==> src/rtl/line_buf_pkg.sv <==
// Shared types and defaults for the 5x5 line-buffer sequencer.
package line_buf_pkg;

    typedef enum logic [1:0] {
        IDLE   = 2'd0,
        VBLANK = 2'd1,
        ACTIVE = 2'd2,
        HBLANK = 2'd3
    } lb_state_e;

    localparam int KSIZE_DEF  = 5;
    localparam int ADDR_W_DEF = 11;
    localparam int ROW_W_DEF  = 11;

    function automatic int max_line(input int addr_w);
        return 1 << addr_w;
    endfunction

    localparam int MAX_LINE = max_line(ADDR_W_DEF);

endpackage

==> src/rtl/line_buf_ctrl_if.sv <==
// RX timing in, BRAM sequencing and window status out. zero_fill exists only with
// LINE_BUF_BLANK_ZERO_EN defined.
interface line_buf_ctrl_if #(
    parameter int ADDR_W = 11,
    parameter int ROW_W  = 11
);
    logic              rx_dv;
    logic              rx_hs;
    logic              rx_vs;
    logic [ADDR_W-1:0] addr;
    logic              line_we;
    logic [ADDR_W-1:0] col_cnt;
    logic [ROW_W-1:0]  row_cnt;
    logic              win_valid;
    logic              frame_start;
    logic [ADDR_W:0]   line_len;
    logic              len_err;
    logic              addr_ovf;
`ifdef LINE_BUF_BLANK_ZERO_EN
    logic              zero_fill;
`endif

    modport master (
        output rx_dv, rx_hs, rx_vs,
        input  addr, line_we, col_cnt, row_cnt, win_valid, frame_start,
               line_len, len_err, addr_ovf
`ifdef LINE_BUF_BLANK_ZERO_EN
        , input zero_fill
`endif
    );

    modport slave (
        input  rx_dv, rx_hs, rx_vs,
        output addr, line_we, col_cnt, row_cnt, win_valid, frame_start,
               line_len, len_err, addr_ovf
`ifdef LINE_BUF_BLANK_ZERO_EN
        , output zero_fill
`endif
    );
endinterface

==> src/rtl/line_buf_ctrl_sync_edge_det.sv <==
// One-cycle history register with combinational rise/fall pulses against the live input.
module sync_edge_det (
    input  logic clk,
    input  logic rst,
    input  logic d,
    output logic q,
    output logic rise,
    output logic fall
);
    logic q_d;
    logic q_q;

    always_comb q_d = d;

    always_ff @(posedge clk or posedge rst) begin
        if (rst) q_q <= 1'b0;
        else     q_q <= q_d;
    end

    assign q    = q_q;
    assign rise = d & ~q_q;
    assign fall = ~d & q_q;
endmodule

==> src/rtl/line_buf_ctrl.sv <==
// 5x5 line-buffer sequencer: decodes RX dv/hs/vs, drives the shared BRAM address and write
// enable, tracks window position. Optional blank zero-fill via LINE_BUF_BLANK_ZERO_EN.
module line_buf_ctrl
    import line_buf_pkg::*;
#(
    parameter int ADDR_W = ADDR_W_DEF,
    parameter int ROW_W  = ROW_W_DEF,
    parameter int KSIZE  = KSIZE_DEF
) (
    input  logic           clk,
    input  logic           rst,
    line_buf_ctrl_if.slave lb
);
    localparam int              MAX_LN   = max_line(ADDR_W);
    localparam logic [ADDR_W:0] MAX_CNT  = (ADDR_W+1)'(MAX_LN);
    localparam logic [ADDR_W-1:0] ADDR_TOP = '1;
    localparam logic [ADDR_W-1:0] K1_COL = ADDR_W'(KSIZE-1);
    localparam logic [ROW_W-1:0]  K1_ROW = ROW_W'(KSIZE-1);

    lb_state_e         state_q, state_d;
    logic [ADDR_W-1:0] addr_q, addr_d;
    logic [ADDR_W:0]   cnt_q, cnt_d, cnt_base;
    logic [ADDR_W:0]   line_len_q, line_len_d;
    logic [ROW_W-1:0]  row_q, row_d;
    logic              line_we_q, line_we_d;
    logic              frame_start_q, frame_start_d;
    logic              len_err_q, len_err_d;
    logic              ovf_q, ovf_d;
    logic              fill, wr, clr;
    logic              rx_dv;
    logic              dv_q, dv_rise, dv_fall;
    logic              hs_q, hs_rise, hs_fall;
    logic              vs_q, vs_rise, vs_fall;
    logic              unused_edges;

    assign rx_dv = lb.rx_dv;

    sync_edge_det u_dv (.clk(clk), .rst(rst), .d(lb.rx_dv), .q(dv_q), .rise(dv_rise), .fall(dv_fall));
    sync_edge_det u_hs (.clk(clk), .rst(rst), .d(lb.rx_hs), .q(hs_q), .rise(hs_rise), .fall(hs_fall));
    sync_edge_det u_vs (.clk(clk), .rst(rst), .d(lb.rx_vs), .q(vs_q), .rise(vs_rise), .fall(vs_fall));

    assign unused_edges = ^{dv_rise, hs_q, hs_fall, vs_q, vs_fall};

    always_comb begin
        state_d       = state_q;
        row_d         = row_q;
        frame_start_d = 1'b0;
        case (state_q)
            IDLE: ;
            VBLANK: if (rx_dv) begin
                state_d       = ACTIVE;
                row_d         = '0;
                frame_start_d = 1'b1;
            end
            ACTIVE: if (!rx_dv) state_d = HBLANK;
            HBLANK: if (rx_dv) begin
                state_d = ACTIVE;
                if (row_q != '1) row_d = row_q + 1'b1;
            end
            default: state_d = IDLE;
        endcase
        // A new frame wins over a pixel arriving in the same cycle.
        if (vs_rise) begin
            state_d       = VBLANK;
            row_d         = '0;
            frame_start_d = 1'b0;
        end
    end

    always_comb begin
`ifdef LINE_BUF_BLANK_ZERO_EN
        fill = ~rx_dv & ~vs_rise & (state_d == HBLANK) & (row_q < K1_ROW);
`else
        fill = 1'b0;
`endif
        wr       = rx_dv | fill;
        clr      = hs_rise | vs_rise;
        cnt_base = clr ? '0 : cnt_q;
        addr_d   = clr ? '0 : addr_q;
        cnt_d    = cnt_base;
        ovf_d    = ovf_q;
        // cnt is one bit wider than addr so a full 2**ADDR_W line is distinguishable from overflow.
        if (wr) begin
            if (cnt_base >= MAX_CNT) begin
                addr_d = ADDR_TOP;
                if (rx_dv) ovf_d = 1'b1;
            end else begin
                addr_d = cnt_base[ADDR_W-1:0];
                cnt_d  = cnt_base + 1'b1;
            end
        end
        line_we_d  = wr;
        line_len_d = line_len_q;
        len_err_d  = len_err_q;
        if (dv_fall) begin
            line_len_d = cnt_q;
            if ((row_q != '0) && (cnt_q != line_len_q)) len_err_d = 1'b1;
        end
    end

    always_ff @(posedge clk or posedge rst) begin
        if (rst) begin
            state_q       <= IDLE;
            addr_q        <= '0;
            cnt_q         <= '0;
            row_q         <= '0;
            line_we_q     <= 1'b0;
            frame_start_q <= 1'b0;
            line_len_q    <= '0;
            len_err_q     <= 1'b0;
            ovf_q         <= 1'b0;
        end else begin
            state_q       <= state_d;
            addr_q        <= addr_d;
            cnt_q         <= cnt_d;
            row_q         <= row_d;
            line_we_q     <= line_we_d;
            frame_start_q <= frame_start_d;
            line_len_q    <= line_len_d;
            len_err_q     <= len_err_d;
            ovf_q         <= ovf_d;
        end
    end

`ifdef LINE_BUF_BLANK_ZERO_EN
    logic zero_fill_q, zero_fill_d;
    always_comb zero_fill_d = fill;
    always_ff @(posedge clk or posedge rst) begin
        if (rst) zero_fill_q <= 1'b0;
        else     zero_fill_q <= zero_fill_d;
    end
    assign lb.zero_fill = zero_fill_q;
`endif

    assign lb.addr        = addr_q;
    assign lb.col_cnt     = addr_q;
    assign lb.row_cnt     = row_q;
    assign lb.line_we     = line_we_q;
    assign lb.frame_start = frame_start_q;
    assign lb.line_len    = line_len_q;
    assign lb.len_err     = len_err_q;
    assign lb.addr_ovf    = ovf_q;
    assign lb.win_valid   = (state_q == ACTIVE) & dv_q & (row_q >= K1_ROW) & (addr_q >= K1_COL);
endmodule
==> src/flat_wrapper.sv <==
// flat-port wrapper written by rule: the top's interface ports become plain ports
module line_buf_ctrl_flat import line_buf_pkg::*;
#(
    parameter int ADDR_W = ADDR_W_DEF,
    parameter int ROW_W  = ROW_W_DEF,
    parameter int KSIZE  = KSIZE_DEF
)
  (clk, rst, lb_rx_dv, lb_rx_hs, lb_rx_vs, lb_addr, lb_line_we, lb_col_cnt, lb_row_cnt, lb_win_valid, lb_frame_start, lb_line_len, lb_len_err, lb_addr_ovf);
  line_buf_ctrl_if #(.ADDR_W(ADDR_W), .ROW_W(ROW_W)) lb_i ();
  input  logic clk;
  input  logic rst;
  input wire logic [$bits(lb_i.rx_dv)-1:0] lb_rx_dv;
  input wire logic [$bits(lb_i.rx_hs)-1:0] lb_rx_hs;
  input wire logic [$bits(lb_i.rx_vs)-1:0] lb_rx_vs;
  output wire logic [$bits(lb_i.addr)-1:0] lb_addr;
  output wire logic [$bits(lb_i.line_we)-1:0] lb_line_we;
  output wire logic [$bits(lb_i.col_cnt)-1:0] lb_col_cnt;
  output wire logic [$bits(lb_i.row_cnt)-1:0] lb_row_cnt;
  output wire logic [$bits(lb_i.win_valid)-1:0] lb_win_valid;
  output wire logic [$bits(lb_i.frame_start)-1:0] lb_frame_start;
  output wire logic [$bits(lb_i.line_len)-1:0] lb_line_len;
  output wire logic [$bits(lb_i.len_err)-1:0] lb_len_err;
  output wire logic [$bits(lb_i.addr_ovf)-1:0] lb_addr_ovf;
  assign lb_i.rx_dv = lb_rx_dv;
  assign lb_i.rx_hs = lb_rx_hs;
  assign lb_i.rx_vs = lb_rx_vs;
  assign lb_addr = lb_i.addr;
  assign lb_line_we = lb_i.line_we;
  assign lb_col_cnt = lb_i.col_cnt;
  assign lb_row_cnt = lb_i.row_cnt;
  assign lb_win_valid = lb_i.win_valid;
  assign lb_frame_start = lb_i.frame_start;
  assign lb_line_len = lb_i.line_len;
  assign lb_len_err = lb_i.len_err;
  assign lb_addr_ovf = lb_i.addr_ovf;
  line_buf_ctrl #(.ADDR_W(ADDR_W), .ROW_W(ROW_W), .KSIZE(KSIZE)) u_core (.clk(clk), .rst(rst), .lb(lb_i));
endmodule
==> config.mk <==
export PLATFORM = sky130hd
export DESIGN_NAME = line_buf_ctrl_flat
export DESIGN_NICKNAME = d
export VERILOG_FILES = /design/src/rtl/line_buf_pkg.sv /design/src/rtl/line_buf_ctrl_if.sv /design/src/rtl/line_buf_ctrl_sync_edge_det.sv /design/src/rtl/line_buf_ctrl.sv /design/src/flat_wrapper.sv
export SDC_FILE = /design/constraint.sdc
export NUM_CORES = 1
export LEC_CHECK = 0
export ABC_CLOCK_PERIOD_IN_PS = 4500
export CAP_MARGIN = 20
export CORE_ASPECT_RATIO = 0.75
export CORE_MARGIN = 5
export CORE_UTILIZATION = 55
export DETAILED_ROUTE_END_ITERATION = 7
export PLACE_DENSITY = 0.85
export SYNTH_ARGS = -nofsm -noshare
export SYNTH_HDL_FRONTEND = slang
export SYNTH_SLANG_ARGS = --single-unit
==> constraint.sdc <==
create_clock -name clk -period 4.5 [get_ports clk]
set_clock_uncertainty 0.2 [all_clocks]
set_input_delay 0.675 -clock clk [delete_from_list [all_inputs] [get_ports clk]]
set_output_delay 0.675 -clock clk [all_outputs]
set_load 0.005 [all_outputs]
==> notes.md, run 1 <==
Implementation summary

In this run the vertical extent of the chip is 70.34 um. Based on the critical path, the design can be clocked at up to 0.3383 GHz. The category of the worst setup path capture point is an output port. The placeable core region is 4790 um2. The violation tally recorded at the end of detailed-routing iteration 0 is 193. The share of the synthesized area in the top cell type is 50.61%. The tightest min-delay check is of the reg2reg type. The count of instances resized after the clock tree is built is 0.

The overall overflow remaining after global route is 0. Setup repair after global routing left no endpoint under its margin. 55 I/O pins were placed. The clock H-tree reported by CTS has 2 levels.

The congestion estimate from routability-driven global placement came to 0.8280. The total of warnings raised by yosys is 0. The initial antenna violation count was 0. The critical path's most frequent cell is nor4_1.

In this run, placement finished with an instance count of 358. The number of port buffers is 54. The area reported by Yosys stat is 2670 um2.

After synthesis, the cell types taking the most area are dfrtp_1 51%, mux2_2 5.5%, xor2_1 4.9%. The tally of filler cells in the layout is 369. The global routing report lists combined usage of all routing layers as 18.23%. The longest individual stage delay on the worst path is 0.46 ns. Looking at the critical path, the single cell with the biggest stage delay is clkdlybuf4s50_1. The width of the die is 90.46 um. The count of final max-slew check failures is 0. The tightest hold path in the finished design has a slack of 0.2789 ns. After clock tree synthesis, the setup repair step added 0 buffers. The average vias per placed instance is 5.771. The power per unit of standard cell area is 306.2 nW/um2.

The final number of setup-violating endpoints is 0. The startpoint-to-endpoint class of the critical path is reg2out. The number of library cell types mapped by synthesis is 37.

The first global-routing pass estimated 9646 um of wire. Prior to clock tree synthesis, the placed netlist has a worst setup slack of 1.275 ns. The average wire per standard cell is 15.75 um. For the pin with the worst max-slew slack, the measured transition is 0.7539 ns. The post-synth net total is 275. The cell total in the yosys stat output is 265.

Each instance of the synthesized netlist takes up on average 10.08 um2. Checking max transition, the worst relative margin is 49.58%. The script reports the combined buffer and inverter count of the critical path as 1. The maximum number of pins on one net before global-route repair is 55.

The number of global-route vias before repair is 2012. Setup slack on the critical path of the routed design comes to 1.544 ns. Per Yosys stat, the portion of area used by sequential elements is 50.61%. CTS placed an instance of clkbuf_8 at the clock tree root. On the worst setup and hold paths after CTS, the clock-pin slew comes to 0.09 ns.

The first-pass iteration count of the detailed router is 4. In this run the cell area of the synthesized design comes to 2670 um2. The number of max-capacitance violations reported is 0.

Per STA, the worst path accumulates the most delay in the family simple AND/OR/NAND/NOR gates. The number of remaining DRC errors is 0. The tally of non-filler cells in the final layout is 367. Synthesis produced a netlist whose cell count is 265. Per the synthesis report, the dominant area consumer among library cells is dfrtp_1.

Power comes to 0.001008 W. For reference, the final report shows the hold violation count at 0. The overall chip area is 6363 um2.

The clock passes through at most 2 buffers. The stage-log warning count is 28. The fraction of final layout cells with drive strength greater than 1 is 9.121%.

The leakage power in the latest report is 1.502 nW. The number of antenna diodes is 0. From synthesis to final layout, the design area changed by 23.34%. The number of rows created at floorplan is 22. Buffers inserted to repair hold after CTS numbered 0. The peak ir drop on the vdd network is 0.3394 mV. The maximum fanout along the worst path is 7.

The worst setup path is launched from a register. The shortest clock period the worst path allows after layout is 2.956 ns. The total number of nets in the final design is 316. Detailed placement finished with a half-perimeter wire length of 4234 um. The total negative slack for setup checks is 0 ns. The flow ran to the end, and the final reports show no timing, DRC or antenna violations. The post-synthesis register bit count is 54.

The share of the core filled by cells before placement is 55.75%. Walking the worst path, the cells encountered are nor4_1, nand2_1, nor4_1, nor4_1, clkdlybuf4s50_1. The data required time of the worst path is 3.62 ns. The share of the cycle needed by the critical path after routing is 65.68%. The CTS tree is built. According to the timing report, the arrival time at the worst endpoint equals 2.08 ns. The number of nets with antenna violations after detailed routing is 0. Per the cell usage report, the commonest logic cells after layout are 54 x clkdlybuf4s50_1, 54 x dfrtp_1, 29 x nor2_1.
## run 1: per-stage QoR
step                      instance area, um2  utilization [%]
after floorplan                         2670                -
after global placement                  3164            66.07
after detailed placement                3164            66.07
after CTS                               3273            68.34
after global routing                    3293            68.76
final                                   3293            68.76
## run 1: per-layer routing
layer,up-vias,global-route usage [%],wire [um]
li1,1006,-,-
met2,78,27.44,2551
met5,-,0,0
met1,1023,26.68,2767
met3,11,3.767,382
met4,0,5.124,79
## run 1: flip-flops by register name, indices dropped and copies added, names as in the netlist
| register | flops |
|---|---|
| u_core.u_vs.q | 1 |
| u_core.lb.row_cnt | 11 |
| u_core.lb.len_err | 1 |
| u_core.state_q | 2 |
| u_core.lb.frame_start | 1 |
| u_core.u_hs.q | 1 |
| u_core.cnt_q | 12 |
| u_core.lb.addr_ovf | 1 |
| u_core.lb.line_len | 12 |
| u_core.lb.addr | 11 |
| u_core.lb.line_we | 1 |
## run 1: final cells by class
type | instances | area (um2) | area share, %
Sequential cell | 54 | 1351 | 41.03
Multi-Input combinational cell | 182 | 1167 | 35.45
Timing Repair Buffer | 55 | 560.5 | 17.02
Tap cell | 60 | 75.07 | 2.280
Clock buffer | 5 | 68.82 | 2.090
Clock inverter | 3 | 40.04 | 1.216
Inverter | 8 | 30.03 | 0.9119
## run 1: where the power goes
group          internal, W  switching (W)  leakage [nW]
Combinational    0.0000829      0.0000715         0.719
Clock             0.000164       0.000150        0.0579
Sequential        0.000510      0.0000295         0.725
## run 1: kinds of logic (layout without fill, tap and decap cells)
group | after synthesis | in the layout | synth area share, %
muxes | 17 | 17 | 6.982
AOI/OAI and AO/OA | 43 | 43 | 9.887
DFF | 54 | 54 | 50.61
buffers and inverters | 29 | 71 | 5.670
adders and majority gates | 5 | 5 | 2.343
and+or+nand+nor | 98 | 98 | 18.28
xor gates and xnor gates | 19 | 19 | 6.232
## run 1: path summary, 6_finish.rpt
path                                             startpoint                               end  slack [ns]  cells past startpoint
max                        u_core.lb.row_cnt[7]$_DFFE_PP0P_                      lb_win_valid        1.54                      5
max in group asynchronous                               rst  u_core.lb.row_cnt[9]$_DFFE_PP0P_        3.23                      3
min reg2reg                   u_core.lb.len_err$_DFFE_PP0P_     u_core.lb.len_err$_DFFE_PP0P_        0.28                      1
min                           u_core.lb.len_err$_DFFE_PP0P_     u_core.lb.len_err$_DFFE_PP0P_        0.28                      1
max reg2reg                u_core.lb.row_cnt[0]$_DFFE_PP0P_  u_core.lb.row_cnt[1]$_DFFE_PP0P_        2.22                      6
min in group asynchronous                               rst         u_core.cnt_q[9]$_DFF_PP0_        0.39                      2
## run 1: cell usage after synthesis, drive strengths merged
master  number
a21o         2
a21oi        8
a22oi        1
a31o         1
a31oi        2
and2         1
and3         5
buf         13
clkbuf       8
dfrtp       54
ha           5
inv          8
mux2        13
mux2i        4
nand2       18
nand2b       5
nand3       16
nand4        3
nor2        29
nor2b        2
nor3         3
nor4        11
o21a         1
o21ai       15
o22ai       10
o31ai        2
o41ai        1
or3          1
or4          4
xnor2        4
xor2        15
==> run_1/layer_met1.png <==
Bar = 20 um. Cells faint in the background.
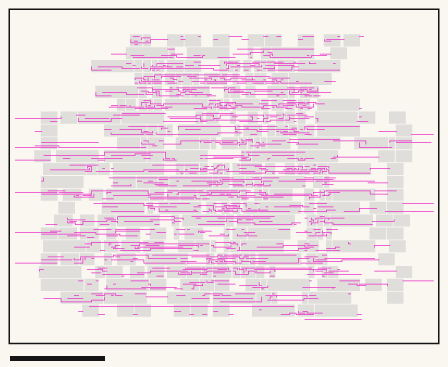
The layer holds 48% of the routed length. The longest straight run is 43.2 um. The layer carries 2770 um of wire.
met1 global-route usage: 26.68%
routed wire length: 5780 um
number of vias after detailed routing: 2118

==> run_1/layer_met2.png <==
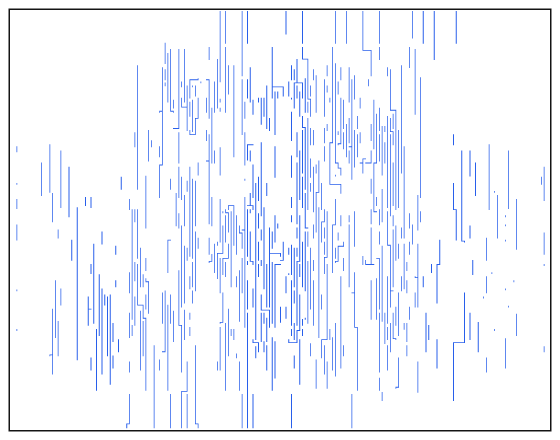
The layer carries 2550 um of wire. 269 nets have wire on it. The layer holds 44% of the routed length. The longest straight run is 26.2 um. The wires run mostly vertical.
Global Route met2 Usage: 27.44%

==> run_1/layer_met3.png <==
Bar = 20 um.
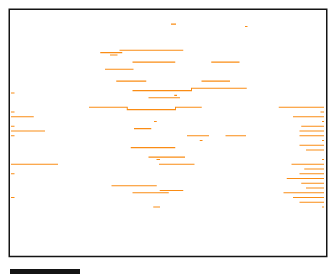
The layer carries 382 um of wire. The longest straight run is 17.9 um. 51 nets have wire on it.
M3 GR Usage: 3.767%

==> run_1/clocks.png <==
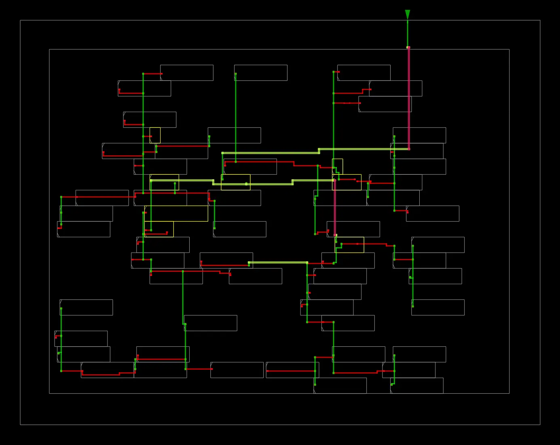
clock sink total: 54
TritonCTS Buffers: 5
total of clock buffers placed in the layout: 5
Insertion Delay late pin: 0.30 ns

==> run_1/sizes.png <==
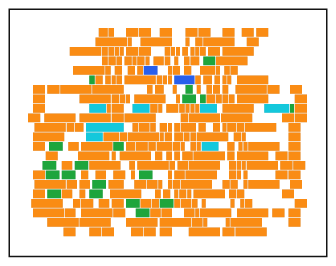

--- run 2 (diff from run 1) ---
--- a/config.mk
+++ b/config.mk
@@ -5,13 +5,13 @@
 export SDC_FILE = /design/constraint.sdc
 export NUM_CORES = 1
 export LEC_CHECK = 0
-export ABC_CLOCK_PERIOD_IN_PS = 4500
+export ABC_CLOCK_PERIOD_IN_PS = 3100
 export CAP_MARGIN = 20
 export CORE_ASPECT_RATIO = 0.75
 export CORE_MARGIN = 5
-export CORE_UTILIZATION = 55
+export CORE_UTILIZATION = 51
 export DETAILED_ROUTE_END_ITERATION = 7
-export PLACE_DENSITY = 0.85
+export PLACE_DENSITY = 0.8
 export SYNTH_ARGS = -nofsm -noshare
 export SYNTH_HDL_FRONTEND = slang
 export SYNTH_SLANG_ARGS = --single-unit
==> constraint.sdc (replaced) <==
create_clock -name clk -period 3.1 [get_ports clk]
set_clock_uncertainty 0.2 [all_clocks]
set_input_delay 0.465 -clock clk [delete_from_list [all_inputs] [get_ports clk]]
set_output_delay 0.465 -clock clk [all_outputs]
set_load 0.005 [all_outputs]
==> run_2/sizes.png <==
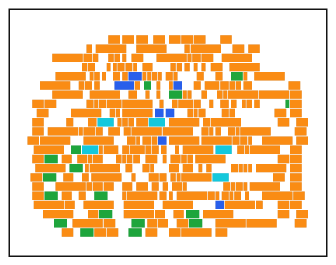
Orange stands for _0 and _1 cells, cells 281, share 91%. Cyan stands for _6 and larger, cells 5, share 1.6%. Green stands for _2 cells, cells 17, share 5.5%. Blue stands for _3 and _4 cells, cells 7, share 2.3%.
count of plain and timing-repair buffers: 59
final setup margin: 0.3805 ns
synthesis-to-finish area growth: 23.34%
Final Instance Area: 3293 um2

==> run_2/layer_met3.png <==
Bar = 20 um.
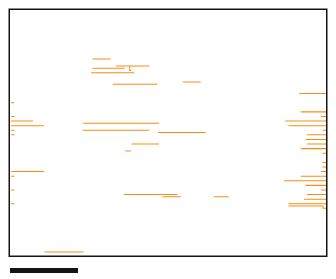
The layer carries 312 um of wire. The wires run mostly horizontal.
routed wire length: 5830 um
M3 GR Usage: 3.505%
number of vias after detailed routing: 2122

==> run_2/clocks.png <==
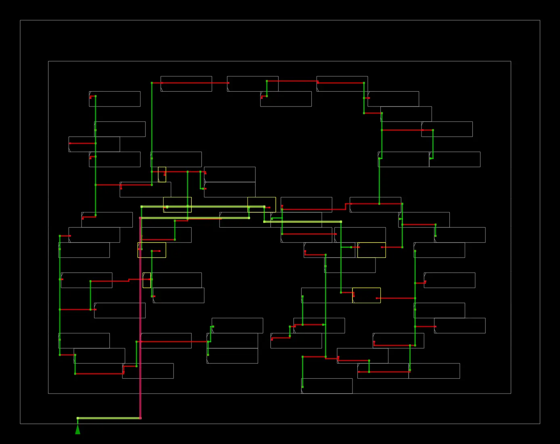
number of flip-flops and latches: 54
Insertion Delay late pin: 0.29 ns
clock network power: 0.000363 W
total of clock buffers placed in the layout: 7

==> run 2 against run 1 <==
Via count grew 0.19%. Core utilization fell by 2.7 points. Area after synthesis is the same. Clock power up 16%. Global-route usage fell by 0.067 points. Critical path depth stayed put. Sequential share of layout area did not move. Critical endpoint unchanged. Final cell count is 4.1% higher. Routed wire length is 0.87% higher.
==> notes.md, run 2 <==
Implementation summary

The run finished with clean final reports. The fraction of registers with async set/reset is 100.0% (unchanged). The number of remaining DRC errors was 0 (unchanged). The average wire per standard cell was 15.26 um (-3.1%). The data required time of the worst path is 2.43 ns (-1.19 ns). The count of H-tree levels built during CTS is 2 (unchanged).

The worst path in the final design needs a cycle of 2.719 ns, including I/O delays and setup. The worst slew margin relative to its limit is 56.74% (+7.2 points). The global placer's final weighted congestion came to 0.8635 (+4.3%). The synthesized netlist cell count was 265 (unchanged). The starting DRC count in detailed routing is 118 (-39%). The commonest cells after synthesis are 54 x dfrtp_1, 29 x nor2_1, 17 x nand2_1. The longest individual stage delay on the worst path came to 0.46 ns (about the same). The overall chip area came to 6797 um2 (+6.8%). The min-delay analysis places its worst path in the category in2async.

TritonCTS built the clock tree. The total number of nets in the final design was 320 (+1.3%). The count of final max-slew check failures is 0 (unchanged). The tally of filler cells in the layout is 397 (+7.6%).

The maximum number of pins on one net before global-route repair was 21 (-62%). The area of placed instances is 3217 um2 (+1.7%). The cell internal power dissipation is 0.001019 W (+35%). The cell area after synthesis came to 2670 um2 (unchanged). The share of the synthesized area in the top cell type was 50.61% (unchanged). The sequential-to-total area share from yosys stat is 50.61% (unchanged). The share of the core filled by cells before placement is 53.59% (-2.2 points). The launch point of the critical path is u_core.lb.row_cnt[7]$_DFFE_PP0P_. The minimum setup slack after placement is 0.4386 ns (-0.8359 ns).

The cell total in the yosys stat output is 265 (unchanged). The hold-fix buffer count after cts is 0 (unchanged). The number of port buffers was 54 (unchanged). Looking at the reg2reg group, the worst path ends at u_core.lb.row_cnt[1]$_DFFE_PP0P_. The fraction of power consumed by combinational cells came to 16.5% (+1.2 points). The vertical die size is 72.66 um (+3.3%).

The switching fraction of total power is 25.85% (+0.94 points). The most common logic cells in the final layout are 54 x clkdlybuf4s50_1, 54 x dfrtp_1, 29 x nor2_1. The worst-path cell with the longest stage delay is dfrtp_1.

The post-CTS setup repair buffer count is 0 (unchanged). The final number of setup-violating endpoints is 0 (unchanged). The number of global-route vias before repair is 1948 (-3.2%). The destination of the critical timing path is lb_win_valid.

The data arrival time of the worst path is 2.05 ns (-0.03 ns). The clock transition at the register clock pins on the worst setup and hold paths after CTS is 0.09 ns (about the same). The biggest area contributor in the post-synthesis netlist is dfrtp_1. The peak ir drop on the vdd network is 0.3353 mV (-1.2%). STA classifies the critical path endpoint as an output port. The maximum fanout along the worst path is 7 (unchanged).

The number of rows created at floorplan was 22 (unchanged). The HPWL reported at the end of detailed placement is 4401 um (+3.9%). The number of nets with antenna violations after detailed routing came to 0 (unchanged). The sequential cell fraction of total power came to 57.1% (+3.6 points). Setup repair after global routing left no endpoint under its margin. The critical path launch point type is a register. The count of instances resized after the clock tree is built is 0 (unchanged).

In this run the critical path is formed by nor4_1, nand2_1, nor4_1, nor4_1, clkdlybuf4s50_1. The number of library cell types mapped by synthesis is 37 (unchanged). The buffer depth of the longest clock path is 2 (unchanged). The cell depth of the worst flop-to-flop path is 6 (unchanged). The setup slack on the worst flop-to-flop path was 0.73 ns (-1.49 ns).

By area the synthesized netlist is led by dfrtp_1 51%, mux2_2 5.5%, xor2_1 4.9%. The main flop type after synthesis is dfrtp_1.
==> run 2: cell types whose count changed in the layout (fill, tap and decap cells not counted) <==
cell / before / now
bufinv_16: 1 / 0
buf_4: 0 / 5
clkbuf_1: 0 / 2
buf_12: 1 / 0
clkinv_2: 2 / 0
==> run 2: per-stage QoR <==
step / instances / total power [W] / hold slack (ns) / util [%]
after floorplan: 265 / 0.0009175 / 0.2510 / -
after global placement: 375 / 0.001021 / 0.2626 / 64.57
after detailed placement: 375 / 0.001026 / 0.2547 / 64.57
after CTS: 382 / 0.001388 / 0.2820 / 66.10
after global routing: 382 / 0.001441 / 0.3127 / 66.10
final: 382 / 0.001374 / 0.2708 / 66.10
==> run 2: cell type report <==
| type | instances | area (um2) | share of cell area [%] |
|---|---|---|---|
| inverter | 8 | 30.03 | 0.9119 |
| sequential | 54 | 1351 | 41.03 |
| timing repair buffer | 59 | 578.1 | 17.55 |
| clock buffer | 7 | 76.32 | 2.318 |
| tap | 72 | 90.09 | 2.736 |
| multi-input combinational | 182 | 1167 | 35.45 |
==> run 2: metal layers <==
metal	share of wire [%]	global-route usage, %
met2	43	25.04
met1	51	29.31
met3	5.4	3.505
met4	0.62	3.846
met5	0	0
==> run 2: how the worst min path moves through the flow <==
stage / startpoint / endpoint / slack, ns / cells past startpoint
6_report: rst / u_core.lb.row_cnt[2]$_DFFE_PP0P_ / 0.27 / 2
5_1_grt: rst / u_core.lb.frame_start$_DFF_PP0_ / 0.31 / 2
4_1_cts: rst / u_core.lb.row_cnt[2]$_DFFE_PP0P_ / 0.28 / 2
3_5_place_dp: u_core.lb.len_err$_DFFE_PP0P_ / u_core.lb.len_err$_DFFE_PP0P_ / 0.25 / 1
3_3_place_gp: u_core.lb.len_err$_DFFE_PP0P_ / u_core.lb.len_err$_DFFE_PP0P_ / 0.26 / 1
2_1_floorplan: u_core.lb.len_err$_DFFE_PP0P_ / u_core.lb.len_err$_DFFE_PP0P_ / 0.25 / 1
==> run 2: power by group through the flow <==
stage | Sequential, W | Clock (W) | Combinational [W]
final | 0.000785 | 0.000363 | 0.000227
after global placement | 0.000797 | 0 | 0.000225
after floorplan | 0.000786 | 0 | 0.000132
after CTS | 0.000785 | 0.000373 | 0.000229
after global routing | 0.000792 | 0.000396 | 0.000252
after detailed placement | 0.000799 | 0 | 0.000228
==> run 2: critical path, delay by kind of cell, from the launching register on <==
kind,cells,cell delay [ns]
buffers and inverters,1,0.46
AND/OR/NAND/NOR,4,0.85
flip-flops,1,0.46
==> run 2: cell families after synthesis <==
family          after synthesis  share of synthesized area, %
xor+xnor                     19                         6.232
simple gates                 98                         18.28
mux                          17                         6.982
compound gates               43                         9.887
fa+ha+maj                     5                         2.343
flops                        54                         50.61
buf+inv                      29                         5.670
Power and IR drop assume default switching activity.
